### src/rtl/grant_burst_pkg.sv
// grant_burst_pkg: shared state encoding and default sizes
// for the grant-driven burst controller.
package grant_burst_pkg;

  typedef enum logic [1:0] {
    IDLE  = 2'd0,
    BURST = 2'd1,
    DRAIN = 2'd2,
    DONE  = 2'd3
  } state_e;

  localparam int DEF_DATA_W    = 8;
  localparam int DEF_BURST_LEN = 4;

endpackage

### src/rtl/grant_burst_out_reg.sv
// grant_burst_out_reg: single-entry registered valid/ready slot.
// in: load/load_data/out_ready  out: out_valid/out_data/slot_free
module grant_burst_out_reg
  import grant_burst_pkg::*;
#(
  parameter int DATA_W = DEF_DATA_W
) (
  input  logic              clock,
  input  logic              reset,
  input  logic              load,
  input  logic [DATA_W-1:0] load_data,
  input  logic              out_ready,
  output logic              out_valid,
  output logic [DATA_W-1:0] out_data,
  output logic              slot_free
);

  logic              valid_q, valid_d;
  logic [DATA_W-1:0] data_q, data_d;

  always_comb begin
    valid_d = valid_q;
    data_d  = data_q;
    if (load) begin
      valid_d = 1'b1;
      data_d  = load_data;
    end else if (out_ready) begin
      valid_d = 1'b0;
    end
  end

  always_ff @(posedge clock or negedge reset) begin
    if (!reset) begin
      valid_q <= 1'b0;
      data_q  <= '0;
    end else begin
      valid_q <= valid_d;
      data_q  <= data_d;
    end
  end

  assign out_valid = valid_q;
  assign out_data  = data_q;
  assign slot_free = !valid_q || out_ready;

endmodule

### src/rtl/grant_burst_ctrl.sv
// grant_burst_ctrl: latches the granted requester and moves a
// BURST_LEN-beat burst to one valid/ready output, then pulses
// burst_done. Ports: clock, reset(async low), grant_0/1,
// valid_/data_/ready_0/1, out_valid/out_data/out_src/out_ready,
// burst_done. Macro GRANT_BURST_TIMEOUT_EN adds a BURST
// watchdog (TIMEOUT) and the burst_abort output.
module grant_burst_ctrl
  import grant_burst_pkg::*;
#(
  parameter int DATA_W    = DEF_DATA_W,
  parameter int BURST_LEN = DEF_BURST_LEN,
  parameter int CNT_W     = 8
`ifdef GRANT_BURST_TIMEOUT_EN
  ,
  parameter int TIMEOUT   = 16
`endif
) (
  input  logic              clock,
  input  logic              reset,
  input  logic              grant_0,
  input  logic              grant_1,
  input  logic              valid_0,
  input  logic [DATA_W-1:0] data_0,
  output logic              ready_0,
  input  logic              valid_1,
  input  logic [DATA_W-1:0] data_1,
  output logic              ready_1,
  output logic              out_valid,
  output logic [DATA_W-1:0] out_data,
  output logic              out_src,
  input  logic              out_ready,
  output logic              burst_done
`ifdef GRANT_BURST_TIMEOUT_EN
  ,
  output logic              burst_abort
`endif
);

  state_e            state_q, state_d;
  logic [CNT_W-1:0]  cnt_q, cnt_d;
  logic              src_q, src_d;
  logic              slot_free;
  logic              grant_any;
  logic              valid_own;
  logic [DATA_W-1:0] data_own;
  logic              ready_own;
  logic              accept;
  logic              last_beat;
  logic              wd_fire;

  assign grant_any = grant_0 | grant_1;
  assign valid_own = src_q ? valid_1 : valid_0;
  assign data_own  = src_q ? data_1 : data_0;
  assign ready_own = (state_q == BURST) && slot_free;
  assign accept    = valid_own && ready_own;
  assign last_beat = accept && (cnt_q == CNT_W'(1));

`ifdef GRANT_BURST_TIMEOUT_EN
  localparam int WD_W = $clog2(TIMEOUT + 1);

  logic [WD_W-1:0] wd_q, wd_d;
  logic            abort_q, abort_d;

  // Fires on the TIMEOUT-th consecutive beat-less BURST cycle.
  assign wd_fire = (state_q == BURST) && !accept &&
                   (wd_q == WD_W'(TIMEOUT - 1));

  always_comb begin
    wd_d    = wd_q;
    abort_d = abort_q;
    if (state_q == IDLE) begin
      wd_d = '0;
      if (grant_any) abort_d = 1'b0;
    end else if (state_q == BURST) begin
      wd_d = accept ? '0 : wd_q + WD_W'(1);
      if (wd_fire) abort_d = 1'b1;
    end
  end

  always_ff @(posedge clock or negedge reset) begin
    if (!reset) begin
      wd_q    <= '0;
      abort_q <= 1'b0;
    end else begin
      wd_q    <= wd_d;
      abort_q <= abort_d;
    end
  end
`else
  assign wd_fire = 1'b0;
`endif

  always_ff @(posedge clock or negedge reset) begin
    if (!reset) begin
      state_q <= IDLE;
      cnt_q   <= '0;
      src_q   <= 1'b0;
    end else begin
      state_q <= state_d;
      cnt_q   <= cnt_d;
      src_q   <= src_d;
    end
  end

  always_comb begin
    state_d = state_q;
    cnt_d   = cnt_q;
    src_d   = src_q;
    unique case (state_q)
      IDLE: begin
        if (grant_any) begin
          state_d = BURST;
          cnt_d   = CNT_W'(BURST_LEN);
          src_d   = !grant_0;
        end
      end
      BURST: begin
        if (accept) cnt_d = cnt_q - CNT_W'(1);
        if (last_beat || wd_fire) state_d = DRAIN;
      end
      // Leave once the final beat is gone or leaving now.
      DRAIN: begin
        if (slot_free) state_d = DONE;
      end
      DONE: begin
        state_d = IDLE;
      end
      default: begin
        state_d = IDLE;
      end
    endcase
  end

  always_comb begin
    ready_0    = ready_own && !src_q;
    ready_1    = ready_own && src_q;
    burst_done = (state_q == DONE);
`ifdef GRANT_BURST_TIMEOUT_EN
    burst_abort = (state_q == DONE) && abort_q;
`endif
  end

  assign out_src = src_q;

  grant_burst_out_reg #(
    .DATA_W(DATA_W)
  ) u_out (
    .clock    (clock),
    .reset    (reset),
    .load     (accept),
    .load_data(data_own),
    .out_ready(out_ready),
    .out_valid(out_valid),
    .out_data (out_data),
    .slot_free(slot_free)
  );

endmodule

### config.mk
export PLATFORM = sky130hd
export DESIGN_NAME = grant_burst_ctrl
export DESIGN_NICKNAME = d
export VERILOG_FILES = /design/src/rtl/grant_burst_pkg.sv /design/src/rtl/grant_burst_out_reg.sv /design/src/rtl/grant_burst_ctrl.sv
export SDC_FILE = /design/constraint.sdc
export NUM_CORES = 1
export LEC_CHECK = 0
export ABC_CLOCK_PERIOD_IN_PS = 2100
export CORE_MARGIN = 2
export CORE_UTILIZATION = 40
export DETAILED_ROUTE_END_ITERATION = 10
export GPL_TIMING_DRIVEN = 0
export PLACE_DENSITY = 0.85
export SLEW_MARGIN = 15
export SYNTH_ARGS = -nofsm -noshare
export SYNTH_HDL_FRONTEND = slang
export SYNTH_SLANG_ARGS = --single-unit
### constraint.sdc
create_clock -name clock -period 2.1 [get_ports clock]
set_clock_uncertainty 0.2 [all_clocks]
set_input_delay 0.21 -clock clock [delete_from_list [all_inputs] [get_ports clock]]
set_output_delay 0.21 -clock clock [all_outputs]
set_load 0.01 [all_outputs]
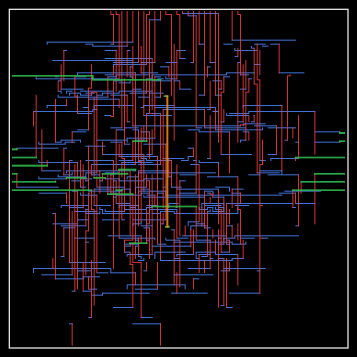
(signal wires by layer)
(6 px per um)
Key: metal 4 = orange [wire length 21.8 um]; metal 2 = red [wire length 1,380 um]; metal 1 = blue [wire length 1,100 um]; metal 3 = green [wire length 116 um]
drt wl/cell: 14.4 um
final WL: 2610 um
GRT Total Usage: 0.175
via count of the routed design: 958

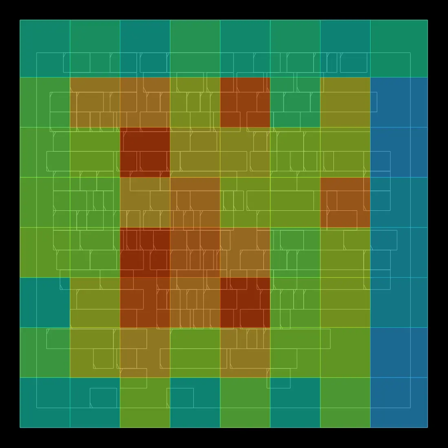
(track usage over the die)
met3 routing resource usage after global routing: 0.0349
utilization after layout: 0.620

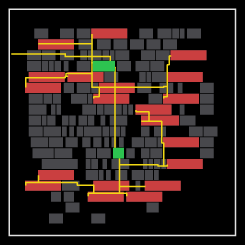
(clock network drawn from the DEF)
(4 px per um)
Key: clock drivers = green [count 3]; clock wires = yellow [length 225 um]; flip-flops = red [count 20]
There are 4 routed clock nets.
clk pwr: 177 uW
worst-skew pair later-pin latency: 290 ps
clock share of power: 0.088

==> metrics.log <==
[flow] summary of implementation run
[metrics] number of cells on the critical path: 7
[metrics] minimum hold slack: 201 ps
[metrics] number of enable flip-flop cells: 0
[metrics] Core ar.: ~2500 um^2
[metrics] element type at the critical path end: flop
[metrics] most common library cell in the layout ignoring fill and taps: sky130_fd_sc_hd__clkdlybuf4s50_1
[metrics] most used cells in the layout excluding fill and tap cells: 33 x sky130_fd_sc_hd__clkdlybuf4s50_1, 19 x sky130_fd_sc_hd__dfrtp_1, 13 x sky130_fd_sc_hd__nor2_1
[metrics] Post-synth ARST share: 1.00
[metrics] sequence of cells on the critical path: inv_2 > ha_4 > inv_2 > or3_4 > and4bb_1 > o21ai_2 > mux2_4
[metrics] cell types with the highest counts after synthesis: 20 x sky130_fd_sc_hd__dfrtp_1, 13 x sky130_fd_sc_hd__nor2_1, 11 x sky130_fd_sc_hd__mux2i_1, 11 x sky130_fd_sc_hd__nand2_1, 9 x sky130_fd_sc_hd__o21ai_1
[metrics] slew of the pin with the lowest slew margin: 875 ps
[metrics] remaining antenna violation count: 0
[metrics] fmax: about 470 MHz
[metrics] final critical-path required period: about 2100 ps
[metrics] clock slew seen by the registers of the worst setup and hold paths: around 100 ps
[metrics] nets in the synthesized netlist: between 100 and 150
[metrics] summed standard-cell area reported by yosys: around 1100 um^2
[metrics] accumulated negative setup slack: -19.3 ps
[metrics] LEAKAGE: around 0.00073 uW
[metrics] number of placement rows: 18
[metrics] delay of the slowest cell on the worst path: between 400 and 500 ps
[metrics] and-or/or-and share of the synthesized area: 0.0907
[metrics] half-perimeter wire length of the detailed placement result: 1990 um
[metrics] routability cong.: 0.793
[metrics] Warnings, synthesis: 0
[metrics] cell total after placement: approximately 180
[metrics] most common cell type on the critical path: sky130_fd_sc_hd__inv_2
[metrics] post-CTS resize count: 13
[metrics] Final Max Slew Viols: 0
[metrics] Post-Synth Simple-Gate Area: 0.187
[metrics] arrival time of the worst setup path: approximately 2100 ps
[metrics] area added between synthesis and finish: 43.4%
[metrics] most crowded layer after global routing: met2
[metrics] startpoint type of the worst setup path: flop
[metrics] CTS tree: done
[metrics] first-pass GRT wire length: about 4400 um
[metrics] Root Driver: sky130_fd_sc_hd__clkbuf_4
[metrics] Mux cell area share: 0.111
[metrics] syn_area_per_cell: a little under 10 um^2
[metrics] die width: ~56 um
[metrics] overall power of the completed layout: a little over 2000 uW
[metrics] antenna violations before repair: 0
[metrics] vias in the first global route: 969
[metrics] number of sinks on the clock net: 20
[metrics] Register-to-Register Setup Slack: -20 ps
[metrics] number of placed I/O pins: 36
[metrics] length of the first detailed-routing pass in iterations: 4
[metrics] largest family of logic cells by area: simple AND/OR/NAND/NOR gates
[metrics] count of non-filler cells in the finished layout: around 180
[metrics] reg-to-reg critical path endpoint: state_q[1]$_DFFE_PN0P_
[metrics] combined buffer and inverter count along the critical path: 2
[metrics] XOR/XNOR Area Share: 0.0402
[metrics] Top cell area share: 0.459
[metrics] crit path capture: state_q[1]$_DFFE_PN0P_
[metrics] Setup Viol. Count Final: 1
[metrics] Flop pwr share: 0.335
[metrics] Synth area leader: sky130_fd_sc_hd__dfrtp_1
[metrics] number of OpenROAD warnings: 32
[metrics] H-Tree Level Count: 1
[metrics] Comb pwr share: 0.577
[metrics] setup slack after layout: -19.3 ps
[metrics] part of the cycle the worst path needs: 1.01
[metrics] average vias per placed instance: approximately 5.3
[metrics] met2 track demand over resource: 0.318
[metrics] post-synthesis cell type count: 27
[metrics] Net Switching: between 800 and 900 uW
[metrics] top post-synthesis cells by area: sky130_fd_sc_hd__dfrtp_1 46%, sky130_fd_sc_hd__mux2i_1 10%, sky130_fd_sc_hd__ha_1 8.0%, sky130_fd_sc_hd__nor2_1 4.5%, sky130_fd_sc_hd__o21ai_1 4.1%
[metrics] synthesized cell area: 1090 um^2
[metrics] placed cell area: between 1000 and 1500 um^2
[metrics] Max-Slew Margin vs Limit: 0.415
[metrics] die outline height: 56.2 um
[metrics] most instantiated library cell after synthesis: sky130_fd_sc_hd__dfrtp_1
[metrics] initial core utilization: 0.432
[metrics] cell family with most CP delay: simple AND/OR/NAND/NOR gates
[metrics] number of synthesized register bits: 20
[metrics] source of the critical timing path: state_q[1]$_DFFE_PN0P_
[metrics] CP max stage cell: sky130_fd_sc_hd__dfrtp_1
[metrics] IO Port Bufs: 35
[metrics] Sw Ratio: 0.399
[metrics] number of buffers added to fix hold violations after cts: 0
[metrics] min-delay worst type: in -> async
[metrics] post-layout net count: roughly 180
[metrics] fraction of layout cells with a size suffix above 1: 0.105
[metrics] result of the run: complete, but fails checks
[metrics] overflow left after global routing: 0
[metrics] final hold violation count: 0
[metrics] DRC violations left: 0
[metrics] max-capacitance violation count: 0
[metrics] proportion of synthesized chip area in sequential cells: 0.459
[metrics] met1 Track Usage GR: 0.208
[metrics] area of all placed cells without fillers: 1560 um^2
[metrics] placement-stage worst setup slack: -232 ps
[metrics] ys cells: about 110
[metrics] Adders+Majority by Area: 0.0804
[metrics] die area: 3160 um^2
[metrics] highest net fanout along the worst path: 5
[metrics] failing checks: setup timing
[metrics] cell-internal power: 1210 uW
[metrics] number of antenna repair diodes: 0
[metrics] maximum number of pins on one net before global-route repair: 21
[metrics] main flop type: sky130_fd_sc_hd__dfrtp_1
[metrics] R2R Path Start: state_q[1]$_DFFE_PN0P_
[metrics] Post-CTS Setup Inserts: 2
[metrics] starting DRC count in detailed routing: between 40 and 50
[metrics] Post-Synthesis Cells: 112
[metrics] RSZ-0062 raised after global routing: true
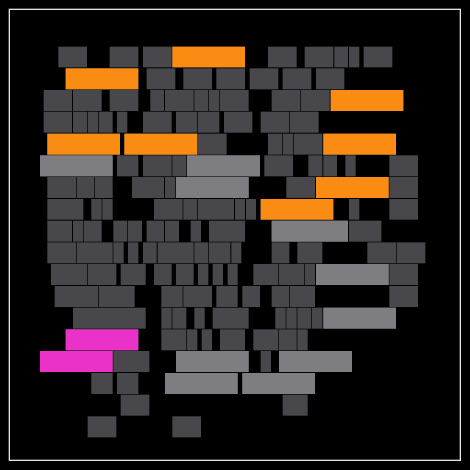
(where the registers sit)
(8 px per um) Other sequential cells in the stronger gray, the rest of the logic in the fainter gray.
Key: `u_out.out_data` = orange [placed flops 8]; `state_q` = magenta [placed flops 2]
Another 10 sequential cells are not colored.
power consumed by sequential cells: 674 uW
register area: 502 um^2

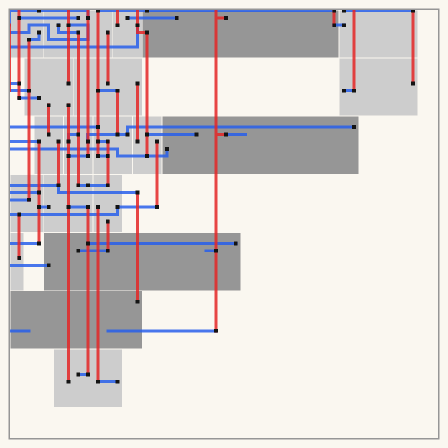
(layout detail)
Region (32, 4) to (52, 24) um. Cells in gray, sequential cells in the stronger gray; small squares are vias.
Key: metal 1 = blue; metal 2 = red
Netlist names of flops here include `cnt_q` (4). Sequential cells in the window: 4. Most frequent: nor2_1 (5), dfrtp_1 (4). 17 logic cells have their middle in the window.

state kept, by name, summed over array words and instances (netlist names):
signal,cells
cnt_q,8
out_src,1
state_q,2
u_out.out_data,8
u_out.out_valid,1
metal layers:
layer  vias up  part of all wire
met5         -                 0
met4         0            0.0080
met3         2             0.044
met2        33              0.53
met1       459              0.42
li1        464                 -
area by class of cell:
cell class	count	area [um^2]
Fill cell	216	960
Multi-Input combinational cell	83	586
Sequential cell	20	502
Timing Repair Buffer	37	367
Tap cell	30	37.5
Buffer	3	26.3
Clock buffer	3	22.5
Inverter	6	22.5
power by group through the flow:
stage	combinational [uW]	sequential, uW	clock [uW]
after floorplan	587	697	0
after global placement	999	663	0
after detailed placement	1040	675	0
after CTS	1130	670	182
after global routing	1280	693	205
final	1160	674	177
No activity file was given, so power comes from the tool's default toggle rates.
